==> images/met3.png <==
Scale: 1 px per um. Cells faint in the background.
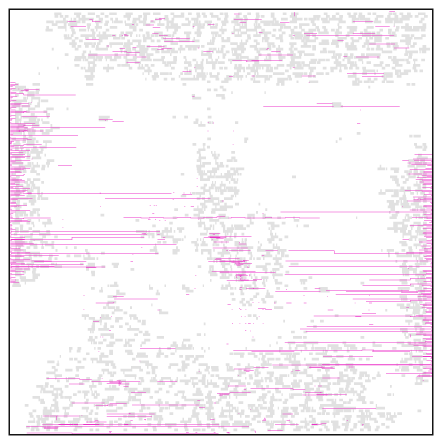
==> images/met2.png <==
Scale: 1 px per um. Cells faint in the background.
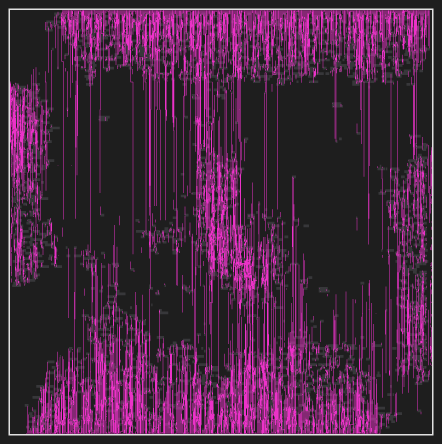
==> images/pins.png <==
Scale: 1 px per um. Pins as bars across the die edge, other pins in grey.
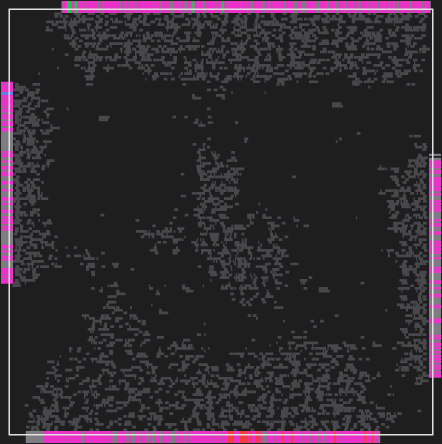
$ cat src/rtl/lsu_wb_collector.sv
// Per-warp load writeback collector: gathers out-of-order per-thread LSU responses
// for one outstanding load and presents a single warp-wide register file writeback.
`ifndef DATA_WIDTH
`define DATA_WIDTH 32
`endif

module lsu_wb_collector #(
    parameter int THREADS_PER_WARP = 16,
    parameter int DATA_WIDTH       = `DATA_WIDTH,
    parameter int CNT_W            = $clog2(THREADS_PER_WARP) + 1
) (
    input  logic                                         clk,
    input  logic                                         reset,
    input  logic                                         issue_valid,
    output logic                                         issue_ready,
    input  logic [THREADS_PER_WARP-1:0]                  issue_mask,
    input  logic [4:0]                                   issue_rd,
    input  logic [THREADS_PER_WARP-1:0]                  resp_valid,
    input  logic [THREADS_PER_WARP-1:0][DATA_WIDTH-1:0]  resp_data,
    output logic                                         wb_valid,
    input  logic                                         wb_ready,
    output logic [THREADS_PER_WARP-1:0]                  wb_mask,
    output logic [4:0]                                   wb_rd,
    output logic [THREADS_PER_WARP-1:0][DATA_WIDTH-1:0]  wb_data,
    output logic [CNT_W-1:0]                             outstanding,
    output logic                                         stray_resp
);

    typedef enum logic [1:0] {IDLE, COLLECT, WRITEBACK} state_t;

    state_t                                      state;
    state_t                                      state_next;
    logic [THREADS_PER_WARP-1:0]                 pending;
    logic [THREADS_PER_WARP-1:0]                 accept;
    logic [THREADS_PER_WARP-1:0][DATA_WIDTH-1:0] data_buf;
    logic [CNT_W-1:0]                            issue_count;
    logic [CNT_W-1:0]                            accept_count;
    logic                                        do_issue;
    logic                                        stray_now;

    function automatic logic [CNT_W-1:0] popcount(input logic [THREADS_PER_WARP-1:0] v);
        logic [CNT_W-1:0] n;
        n = '0;
        for (int i = 0; i < THREADS_PER_WARP; i++) begin
            n = n + CNT_W'(v[i]);
        end
        return n;
    endfunction

    // Only responses for still-pending threads during COLLECT carry data; anything else is stray.
    assign accept       = (state == COLLECT) ? (resp_valid & pending) : '0;
    assign stray_now    = (state == COLLECT) ? |(resp_valid & ~pending) : |resp_valid;
    assign do_issue     = (state == IDLE) && issue_valid;
    assign issue_count  = popcount(issue_mask);
    assign accept_count = popcount(accept);
    assign wb_data      = data_buf;

    always_ff @(posedge clk) begin
        if (!reset) begin
            state <= IDLE;
        end else begin
            state <= state_next;
        end
    end

    always_comb begin
        state_next = state;
        case (state)
            IDLE: begin
                if (issue_valid) begin
                    state_next = (issue_mask == '0) ? WRITEBACK : COLLECT;
                end
            end
            COLLECT: begin
                if ((pending & ~accept) == '0) begin
                    state_next = WRITEBACK;
                end
            end
            WRITEBACK: begin
                if (wb_ready) begin
                    state_next = IDLE;
                end
            end
            default: state_next = IDLE;
        endcase
    end

    always_comb begin
        issue_ready = 1'b0;
        wb_valid    = 1'b0;
        case (state)
            IDLE:      issue_ready = 1'b1;
            WRITEBACK: wb_valid    = 1'b1;
            default: begin
                issue_ready = 1'b0;
                wb_valid    = 1'b0;
            end
        endcase
    end

    // Buffer words of non-participating threads are zeroed at issue so wb_data is clean.
    always_ff @(posedge clk) begin
        if (!reset) begin
            pending     <= '0;
            data_buf    <= '0;
            wb_mask     <= '0;
            wb_rd       <= '0;
            outstanding <= '0;
            stray_resp  <= 1'b0;
        end else begin
            if (stray_now) begin
                stray_resp <= 1'b1;
            end
            if (do_issue) begin
                pending     <= issue_mask;
                wb_mask     <= issue_mask;
                wb_rd       <= issue_rd;
                outstanding <= issue_count;
                for (int i = 0; i < THREADS_PER_WARP; i++) begin
                    if (!issue_mask[i]) begin
                        data_buf[i] <= '0;
                    end
                end
            end else if (state == COLLECT) begin
                pending     <= pending & ~accept;
                outstanding <= outstanding - accept_count;
                for (int i = 0; i < THREADS_PER_WARP; i++) begin
                    if (accept[i]) begin
                        data_buf[i] <= resp_data[i];
                    end
                end
            end
        end
    end

endmodule

$ cat config.mk
export PLATFORM = sky130hd
export DESIGN_NAME = lsu_wb_collector
export DESIGN_NICKNAME = d
export VERILOG_FILES = /design/src/rtl/lsu_wb_collector.sv
export SDC_FILE = /design/constraint.sdc
export NUM_CORES = 1
export LEC_CHECK = 0
export CAP_MARGIN = 40
export CORE_AREA = 2 2 420 422
export CTS_BUF_LIST = sky130_fd_sc_hd__clkbuf_16
export DETAILED_ROUTE_END_ITERATION = 12
export DIE_AREA = 0 0 422 424
export GPL_TIMING_DRIVEN = 0
export PLACE_DENSITY = 0.43
export SYNTH_ARGS = -nofsm -noshare
export SYNTH_HDL_FRONTEND = slang
export SYNTH_SLANG_ARGS = --single-unit
$ cat constraint.sdc
create_clock -name clk -period 8.9 [get_ports clk]
set_input_delay 2.225 -clock clk [delete_from_list [all_inputs] [get_ports clk]]
set_output_delay 2.225 -clock clk [all_outputs]
set_load 0.005 [all_outputs]
==> impl_metrics.env <==
# source this file to load flow results
export IMPL_pg_clk_uw=2960
export IMPL_r2r_end="outstanding[3]$_SDFFE_PN0P_"
export IMPL_outcome="finished, final reports clean"
export IMPL_h_tree_depth=3
export IMPL_ys_flop_type="dfxtp_1"
export IMPL_area_growth_pct=77.31
export IMPL_fp_util_pct=12.17
export IMPL_pwr_share_comb_pct=21.4
export IMPL_dieArea_sq_um=178900
export IMPL_crit_required_ns=9.47
export IMPL_finalNetCount=3857
export IMPL_ff2ff_setup_slack_ns=2.40
export IMPL_top_logic_kind="AND-OR/OR-AND gates"
export IMPL_timing_rr_start="state[1]$_SDFFE_PN0P_"
export IMPL_ys_cells=2070
export IMPL_rsz0062_at_grt="no"
export IMPL_instances_no_fill=5669
export IMPL_rows=154
export IMPL_p_switching_uw=2211
export IMPL_grt_pass1_vias=20790
export IMPL_finalSetupViolations=0
export IMPL_grt_pass1_wl_mm=193.2
export IMPL_syn_inst=2070
export IMPL_mux_share_pct=0
export IMPL_start_kind="primary input"
export IMPL_yosysWarnings=0
export IMPL_wl_per_cell_um=26.11
export IMPL_cts_buffers=77
export IMPL_fin_util_pct=21.58
export IMPL_pg_seq_uw=2590
export IMPL_max_slew_margin_pct=38.73
export IMPL_drv_cap=0
export IMPL_enable_flop_cells=0
export IMPL_grt_ovfl_total=0
export IMPL_logic_area_sq_um=8885
export IMPL_p_total_uw=7060
export IMPL_cts_tree="built"
export IMPL_top_cells_by_area="dfxtp_1, a22oi_2, a22oi_1"
export IMPL_grt_max_degree=14
export IMPL_coreArea_sq_um=175000
export IMPL_clock_sinks=557
export IMPL_fillers=19290
export IMPL_warnings=31
export IMPL_slew_violations=0
export IMPL_gp_congestion=0.8971
export IMPL_cts_buffer_depth=3
export IMPL_cp_arrival_ns=8.48
export IMPL_skew_ns=0.03995
export IMPL_syn_num_nets=2671
export IMPL_netlist_area_leader_share_pct=52.38
export IMPL_power_per_cell_area_nw_per_um2=187.0
export IMPL_top_area_cell="dfxtp_1"
export IMPL_adder_share_pct=3.808
export IMPL_synth_top_cell_by_count="dfxtp_1"
export IMPL_synth_async_sr_flop_share_pct=0
export IMPL_worst_pin_slew_ns=0.9190
export IMPL_placed_cells=5517
About met3.png:
wire length on this layer: 10300 um
nets with wire on the layer: 494
longest straight run: 223 um
via count: 21080
final WL: 148.0 mm
met3 GRT Util: 4.595%

About met2.png:
longest straight run: 301 um
main direction: vertical
M2 GR Usage: 27.35%

About pins.png:
[resp_valid] red | pins: 16 | direction: input | edge: bottom
[outstanding] green | pins: 5 | direction: output | edge: top
[wb_valid] blue | pins: 1 | direction: output | edge: left
[resp_data] magenta | pins: 512 | direction: input | edge: 202 top, 190 bottom, 60 left, 60 right
all pins by edge: 400 top, 384 bottom, 162 right, 148 left
chip height: 424 um
die width: 422 um
port buffer count: 1092

==> metal layers <==
metal / share of wire, % / wire, um
met4: 2.6 / 3832
met5: 0.0074 / 11
met2: 50 / 73540
met1: 41 / 60290
met3: 7.0 / 10320
==> sequential cells by signal (all words and copies together), names as in the netlist <==
name / flops
wb_data: 512
pending: 16
wb_mask: 16
outstanding: 5
wb_rd: 5
state: 2
stray_resp: 1
==> per-stage QoR <==
| step | hold WS (ns) | cell area [sq um] | setup slack, ns |
|---|---|---|---|
| after floorplan | 0.4449 | 21290 | 1.807 |
| after global placement | 0.4456 | 35150 | -0.1230 |
| after detailed placement | 0.4501 | 35360 | 0.3052 |
| after CTS | 0.4579 | 37710 | 1.079 |
| after global routing | 0.4704 | 37740 | 0.7193 |
| final | 0.4544 | 37750 | 0.9863 |
==> cell families (layout without fill, tap and decap cells) <==
family                     count (synthesis)  in the layout
AOI/OAI and AO/OA                        611            611
buffers and inverters                    257           1503
adders and majority gates                 48             48
other                                      0             13
and+or+nand+nor                          588            588
xor gates and xnor gates                   9              9
DFF                                      557            557
==> placed cells by master (no fill, tap or decap), types with 8 or more instances in the layout <==
cell             instances
and3_1                  11
a22oi_2                180
nor2b_1                  8
nor2_4                  12
nor2_1                 458
fa_1                    28
nand2_1                 51
clkbuf_16               77
clkinv_1                16
a22o_1                  64
clkinvlp_4               8
nand3_1                  8
a21oi_1                 46
inv_1                   99
a22oi_1                269
buf_2                   66
o22ai_1                 17
clkinv_2                 8
diode_2                 13
ha_1                    20
clkbuf_1                71
buf_6                   29
buf_4                   14
clkdlybuf4s50_1       1092
dfxtp_1                557
==> how the worst min path moves through the flow <==
stage / from / slack (ns) / depth (start not counted) / end
4_1_cts: wb_mask[10]$_SDFFE_PN0P_ / 0.46 / 2 / wb_mask[10]$_SDFFE_PN0P_
2_1_floorplan: pending[10]$_SDFFE_PN0P_ / 0.44 / 2 / pending[10]$_SDFFE_PN0P_
3_3_place_gp: wb_mask[1]$_SDFFE_PN0P_ / 0.45 / 2 / wb_mask[1]$_SDFFE_PN0P_
5_1_grt: wb_mask[11]$_SDFFE_PN0P_ / 0.47 / 2 / wb_mask[11]$_SDFFE_PN0P_
6_report: wb_rd[4]$_SDFFE_PN0P_ / 0.45 / 2 / wb_rd[4]$_SDFFE_PN0P_
3_5_place_dp: wb_mask[10]$_SDFFE_PN0P_ / 0.45 / 2 / wb_mask[10]$_SDFFE_PN0P_
==> final cells by class <==
cell class	instances	area share (%)
antenna	13	0.08618
buffer	175	2.539
clock buffer	77	5.105
clock inverter	62	1.134
inverter	82	0.8154
multi-input combinational	1256	23.54
sequential	557	29.54
tap	2340	7.756
timing repair buffer	1107	29.49
==> worst max-delay path, stage by stage <==
cell and delay [ns]:
clkdlybuf4s50_1 0.52, inv_1 0.10, nor3_2 0.24, buf_4 0.25, clkbuf_1 0.56, inv_1 0.27
fa_1 0.63, inv_1 0.07, fa_1 0.57, inv_1 0.06, ha_1 0.16, or2_2 0.28
fa_1 0.46, fa_1 0.55, inv_1 0.05, fa_1 0.51, inv_1 0.05, ha_1 0.29
a21o_1 0.18, a21oi_1 0.17, xor2_1 0.18, a21oi_1 0.08
